==> src/rtl/fetcher_iq.sv <==
// fetcher_iq: instruction fetch stage with an IQ_DEPTH-entry instruction queue.
//   Fetches from the icache at pc, probes the branch predictor on every hit,
//   and pushes {inst, pc, alternate target, prediction} into a FIFO that the
//   decoder drains with valid/ready. ROB rollback flushes the queue and
//   redirects pc, costing one bubble cycle. A fetched JALR parks the fetcher
//   until the next rollback supplies the real target.
// Ports:
//   clk, rst (async, active-low), rdy (0 freezes all state)
//   if_en, if_rb, rob_rb_pc           : fetch enable / rollback from ROB
//   cache_rd_en/addr, cache_hit/_inst : icache interface
//   bp_pb_pc/inst, bp_pd_tk/off       : branch predictor probe / response
//   id_ready, id_valid, id_inst, id_cur_pc, id_mis_pc, id_pd_tk : decoder side
//   iq_count                          : queue occupancy
// Optional: define FETCH_PERF_EN to add perf_fetch_cnt / perf_stall_cnt.
module fetcher_iq #(
    parameter int                ADDR_W   = 32,
    parameter int                INST_W   = 32,
    parameter int                IQ_DEPTH = 4,
    parameter int                PC_INC   = 4,
    parameter logic [ADDR_W-1:0] RESET_PC = '0
) (
    input  logic                      clk,
    input  logic                      rst,
    input  logic                      rdy,
    input  logic                      if_en,
    input  logic                      if_rb,
    input  logic [ADDR_W-1:0]         rob_rb_pc,
    output logic                      cache_rd_en,
    output logic [ADDR_W-1:0]         cache_rd_addr,
    input  logic                      cache_hit,
    input  logic [INST_W-1:0]         cache_hit_inst,
    output logic [ADDR_W-1:0]         bp_pb_pc,
    output logic [INST_W-1:0]         bp_pb_inst,
    input  logic                      bp_pd_tk,
    input  logic [ADDR_W-1:0]         bp_pd_off,
    input  logic                      id_ready,
    output logic                      id_valid,
    output logic [INST_W-1:0]         id_inst,
    output logic [ADDR_W-1:0]         id_cur_pc,
    output logic [ADDR_W-1:0]         id_mis_pc,
    output logic                      id_pd_tk,
`ifdef FETCH_PERF_EN
    output logic [31:0]               perf_fetch_cnt,
    output logic [31:0]               perf_stall_cnt,
`endif
    output logic [$clog2(IQ_DEPTH):0] iq_count
);

    localparam int PW = $clog2(IQ_DEPTH);
    localparam int CW = PW + 1;

    typedef enum logic [1:0] {RUN, REDIRECT, JALR_WAIT} state_t;

    typedef struct packed {
        logic [INST_W-1:0] inst;
        logic [ADDR_W-1:0] pc;
        logic [ADDR_W-1:0] mis;
        logic              tk;
    } entry_t;

    state_t            state_q, state_d;
    logic [ADDR_W-1:0] pc_q, pc_d;
    logic [PW-1:0]     head_q, head_d, tail_q, tail_d;
    logic [CW-1:0]     count_q, count_d;
    logic              full_q, full_d;
    entry_t            hent_q, hent_d;
    entry_t            mem_q [IQ_DEPTH];

    logic [ADDR_W-1:0] jump, succ;
    entry_t            new_ent;
    logic              enq, deq, is_jalr;

    assign jump    = pc_q + bp_pd_off;
    assign succ    = pc_q + ADDR_W'(PC_INC);
    assign new_ent = '{inst: cache_hit_inst, pc: pc_q,
                       mis: bp_pd_tk ? succ : jump, tk: bp_pd_tk};
    assign is_jalr = (cache_hit_inst[6:0] == 7'b1100111);

    assign enq = (state_q == RUN) && if_en && cache_hit &&
                 (cache_hit_inst != '0) && !full_q && !if_rb;
    assign deq = (count_q != '0) && id_ready && !if_rb;

    assign cache_rd_en   = (state_q == RUN) && if_en && !full_q;
    assign cache_rd_addr = pc_q;
    assign bp_pb_pc      = pc_q;
    assign bp_pb_inst    = cache_hit_inst;
    assign id_valid      = (count_q != '0);
    assign id_inst       = hent_q.inst;
    assign id_cur_pc     = hent_q.pc;
    assign id_mis_pc     = hent_q.mis;
    assign id_pd_tk      = hent_q.tk;
    assign iq_count      = count_q;

    always_comb begin
        state_d = state_q;
        pc_d    = pc_q;
        head_d  = head_q;
        tail_d  = tail_q;
        count_d = count_q;
        hent_d  = hent_q;
        if (if_rb) begin
            state_d = REDIRECT;
            pc_d    = rob_rb_pc;
            head_d  = '0;
            tail_d  = '0;
            count_d = '0;
        end else begin
            if (deq) head_d = head_q + 1'b1;
            if (enq) begin
                tail_d = tail_q + 1'b1;
                pc_d   = bp_pd_tk ? jump : succ;
            end
            count_d = count_q + CW'(enq) - CW'(deq);
            if (state_q == REDIRECT) state_d = RUN;
            else if (enq && is_jalr) state_d = JALR_WAIT;
            // Registered head view: the entry being written this edge is the
            // new head when it lands on the slot head_d points to.
            if (count_d != '0)
                hent_d = (enq && head_d == tail_q) ? new_ent : mem_q[head_d];
        end
        full_d = (count_d == CW'(IQ_DEPTH));
    end

    always_ff @(posedge clk or negedge rst) begin
        if (!rst) begin
            state_q <= RUN;
            pc_q    <= RESET_PC;
            head_q  <= '0;
            tail_q  <= '0;
            count_q <= '0;
            full_q  <= 1'b0;
            hent_q  <= '0;
        end else if (rdy) begin
            state_q <= state_d;
            pc_q    <= pc_d;
            head_q  <= head_d;
            tail_q  <= tail_d;
            count_q <= count_d;
            full_q  <= full_d;
            hent_q  <= hent_d;
        end
    end

    // Payload storage carries no reset; slots are only read once written.
    always_ff @(posedge clk) begin
        if (rdy && enq) mem_q[tail_q] <= new_ent;
    end

`ifdef FETCH_PERF_EN
    logic [31:0] pf_q, ps_q;
    always_ff @(posedge clk or negedge rst) begin
        if (!rst) begin
            pf_q <= '0;
            ps_q <= '0;
        end else if (rdy) begin
            if (enq) pf_q <= pf_q + 32'd1;
            if (if_en && (full_q || state_q != RUN || !cache_hit))
                ps_q <= ps_q + 32'd1;
        end
    end
    assign perf_fetch_cnt = pf_q;
    assign perf_stall_cnt = ps_q;
`endif

endmodule

==> config.mk <==
export PLATFORM = sky130hd
export DESIGN_NAME = fetcher_iq
export DESIGN_NICKNAME = d
export VERILOG_FILES = /design/src/rtl/fetcher_iq.sv
export SDC_FILE = /design/constraint.sdc
export NUM_CORES = 1
export LEC_CHECK = 0
export CAP_MARGIN = 20
export CORE_ASPECT_RATIO = 1.2
export CORE_MARGIN = 3
export CORE_UTILIZATION = 30
export DETAILED_ROUTE_END_ITERATION = 7
export PLACE_DENSITY = 0.45
export SYNTH_ARGS = -nofsm -noshare
export SYNTH_HDL_FRONTEND = slang
export SYNTH_SLANG_ARGS = --single-unit
==> constraint.sdc <==
create_clock -name clk -period 5.4 [get_ports clk]
set_input_delay 1.35 -clock clk [delete_from_list [all_inputs] [get_ports clk]]
set_output_delay 1.35 -clock clk [all_outputs]
set_load 0.01 [all_outputs]
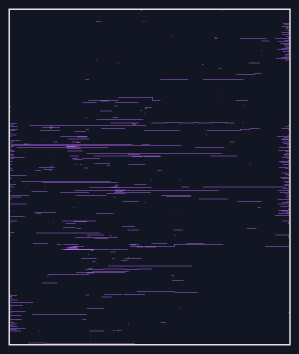
(run_1/layer_met3.png)
share of all routed wire: 5.6%
longest straight run: 139 µm
main direction: horizontal
nets with wire on the layer: 284
sum of routed wire length over all layers: 80700 µm
met3 demand-to-capacity share in global routing: 0.0346
total number of vias: 17100

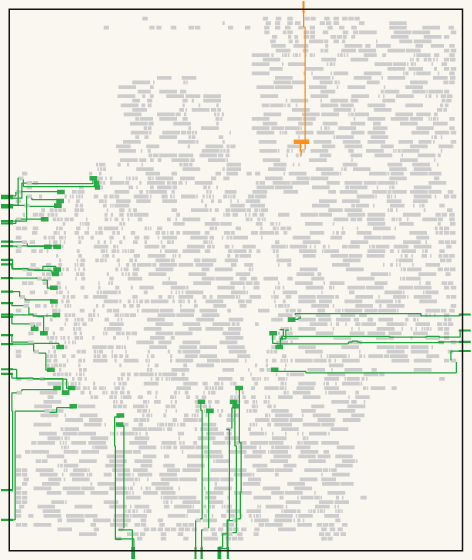
(run_1/io_fan.png)
| port | colour | bits | direction | end cells | buffers | wire |
|---|---|---|---|---|---|---|
| `bp_pd_off` | green | 32 | input | 34 | 32 | 1950 µm |
| `id_pd_tk` | orange | 1 | output | 1 | 1 | 97.3 µm |
I/O pins: 302
count of input and output buffers: 301

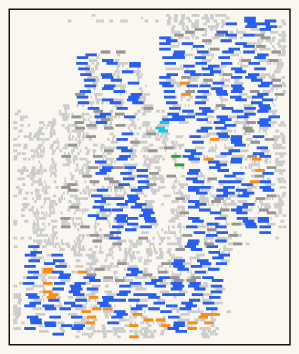
(run_1/flops_by_reg.png)
Other sequential cells in the stronger grey, the rest of the logic in the fainter grey.
| netlist name | colour | placed flops |
|---|---|---|
| `iq_count` | cyan | 3 |
| `id_cur_pc` | orange | 32 |
| `mem_q` | blue | 388 |
| `state_q` | green | 2 |
area of all sequential standard cells: 15100 µm²
register fraction of the total cell area: 0.487
utilization after layout: 0.377
Seq group: 0.00550 W

==> flow_summary.json, run 1 <==
{
  "outcome": "finished clean",
  "largest_reg_flops": 388,
  "cp.buffers_inverters": 6,
  "holdWs_ns": 0.506,
  "netlist_instances": 1952,
  "period_minus_slack_ns": 4.70,
  "grt_pass1_vias": 17600,
  "critical-path-max-stage-delay_ns": 0.54,
  "power_dissipated_in_the_clock_network_w": 0.00388,
  "grt_busiest_layer": "met2",
  "cp-startpoint": "cache_hit_inst[20]",
  "clkbuf_count": 83,
  "max_freq_ghz": 0.213,
  "global_route_wire_length_before_repair_um": 118000,
  "synth_cell_type_count": 80,
  "warnings": 29,
  "max_slew.worst_pin.slew_ns": 1.14,
  "yosys.cell_count.top_type": "sky130_fd_sc_hd__edfxtp_1",
  "r2r.worst_path.cells": 12,
  "worst_path_dominant_cell_family": "buffers and inverters",
  "synthesis.area_um2": 25000,
  "post_synth_main_area_contributors": "sky130_fd_sc_hd__edfxtp_1 47%, sky130_fd_sc_hd__dfrtp_1 14%, sky130_fd_sc_hd__mux4_2 8.1%",
  "multiInputGateArea_um2": 8570,
  "drt-met1-wl_um": 35300,
  "setup_tns_ns": 0,
  "route.antenna.remaining_nets": 0,
  "grt_antenna_before_repair": 5,
  "seqPwrFrac": 0.367,
  "inverters_excl_clock": 28,
  "yosys.area_share.simple": 0.105,
  "comb_area_share": 0.276,
  "post_dp_cell_area_um2": 29200,
  "layout.nonclk_buf_frac": 0.129,
  "yosys_register_bits": 527,
  "floorplan.core_area_um2": 82300,
  "n_tap_cell": 1111,
  "finalSetupViolCount": 0,
  "seq_cell_count": 527,
  "timing.final.max_slew_violations": 0,
  "worst_slack_ns": 0.699,
  "clock-skew-final_ns": 0.0409,
  "htreeDepth": 2,
  "fp-row-count": 115,
  "worstReg2RegStart": "bp_pb_pc[0]",
  "swShare": 0.339,
  "cts_tree": "built",
  "top_layer_used_by_detailed_routing": "met5",
  "post_route_cells_drive_above_1_share": 0.138,
  "synth.yosys.chip_area_um2": 25000,
  "signal_buffers": 407,
  "layout_top_cell_excl_fill_tap": "sky130_fd_sc_hd__edfxtp_1",
  "met1_usage": 0.241,
  "floorplan_die_area_um2": 86700,
  "critical_path.slowest_cell": "sky130_fd_sc_hd__clkdlybuf4s50_1",
  "synth.largest_area_cell": "sky130_fd_sc_hd__edfxtp_1",
  "antenna_cells_inserted": 1,
  "report.final.hold_viol_count": 0
}
==> run 1 -> run 2 <==
Settings changed: CAP_MARGIN 20 to not set, CORE_MARGIN 3 to 1.
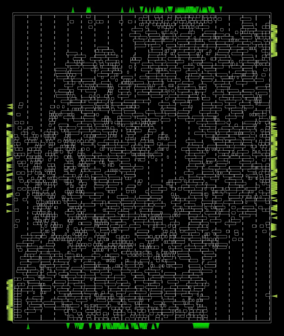
(run_2/placement.png)
num tapcells: 1111
post-route non-filler standard cell count: 3351

==> run 2 against run 1 <==
Against the previous run: global-route usage rose by 0.48 points; utilization barely moved; register-to-register slack worse by 0.09 ns; sequential share of layout area barely moved; combinational power decreased by 2%; critical path depth decreased by 4; hold slack improved by 0.029 ns.
==> flow_summary.json, run 2 <==
{
  "postCtsResizedCells": 0,
  "cp-startpoint": "cache_hit_inst[14]",
  "grt_antenna_before_repair": 6,
  "signal_buffers": 396,
  "r2r.worst_path.cells": 10,
  "yosys.cell_count.top_type": "sky130_fd_sc_hd__edfxtp_1",
  "globalRouteMet3Util": 0.0287,
  "clkbuf_count": 74,
  "placement.io_buffers": 301,
  "setup_tns_ns": 0,
  "post_route_cells_drive_above_1_share": 0.138,
  "yosys.area_share.simple": 0.105,
  "swShare": 0.336,
  "largest_reg_flops": 388,
  "setup.worst_path.end": "id_mis_pc[26]",
  "routed-via-count": 17000,
  "finalWirelength_um": 79300,
  "holdWs_ns": 0.536,
  "top_level_ports": 302,
  "cts_tree": "built",
  "layout.nonclk_buf_frac": 0.126,
  "pwr.group.sequential_w": 0.00554,
  "worstReg2RegStart": "bp_pb_pc[6]",
  "post_dp_cell_area_um2": 29100,
  "synth_cell_type_count": 80,
  "worst_slack_ns": 0.438,
  "timing.final.max_slew_violations": 0,
  "report.final.hold_viol_count": 0,
  "setup_repair_after_global_routing_missed_its_margin": "false",
  "inverters_excl_clock": 28,
  "fp-row-count": 115,
  "synthesis.area_um2": 25000,
  "critical_path.slowest_cell": "sky130_fd_sc_hd__nor4_1",
  "netlist_instances": 1952,
  "comb_area_share": 0.276,
  "wire_per_inst_um": 23.7,
  "grt_pass1_vias": 17300,
  "warnings": 29,
  "global_route.usage.met2": 0.311,
  "num-fill-cells": 7881,
  "worst_path_dominant_cell_family": "simple AND/OR/NAND/NOR gates",
  "outcome": "finished clean",
  "route.antenna.remaining_nets": 0,
  "yosys_register_bits": 527,
  "layout_top_cell_excl_fill_tap": "sky130_fd_sc_hd__edfxtp_1",
  "power_dissipated_in_the_clock_network_w": 0.00401,
  "post_synth_main_area_contributors": "sky130_fd_sc_hd__edfxtp_1 47%, sky130_fd_sc_hd__dfrtp_1 14%, sky130_fd_sc_hd__mux4_2 8.1%",
  "antenna_cells_inserted": 0,
  "grt_busiest_layer": "met2",
  "floorplan_die_area_um2": 84400,
  "global_route_wire_length_before_repair_um": 117000,
  "htreeDepth": 2,
  "max_slew.worst_pin.slew_ns": 1.20,
  "cp.buffers_inverters": 3,
  "synth.largest_area_cell": "sky130_fd_sc_hd__edfxtp_1",
  "seq-cell-share": 0.488,
  "seqPwrFrac": 0.369,
  "layout.area.seq_um2": 15100,
  "finish.utilization": 0.378,
  "multiInputGateArea_um2": 8570,
  "critical-path-max-stage-delay_ns": 0.63,
  "finalSetupViolCount": 0,
  "max_freq_ghz": 0.202,
  "top_layer_used_by_detailed_routing": "met5",
  "synth.yosys.chip_area_um2": 25000,
  "floorplan.core_area_um2": 82200,
  "gp_routability_congestion": 0.840,
  "drt-met1-wl_um": 35000
}
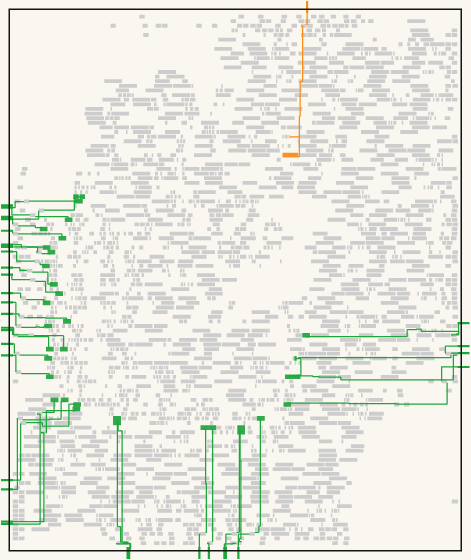
(run_2/io_fan.png)
| port | colour | bits | direction | end cells | buffers | wire |
|---|---|---|---|---|---|---|
| `bp_pd_off` | green | 32 | input | 34 | 32 | 1930 µm |
| `id_pd_tk` | orange | 1 | output | 1 | 1 | 94.7 µm |

Power figures rest on the tool's default switching activity, not on a simulated workload.
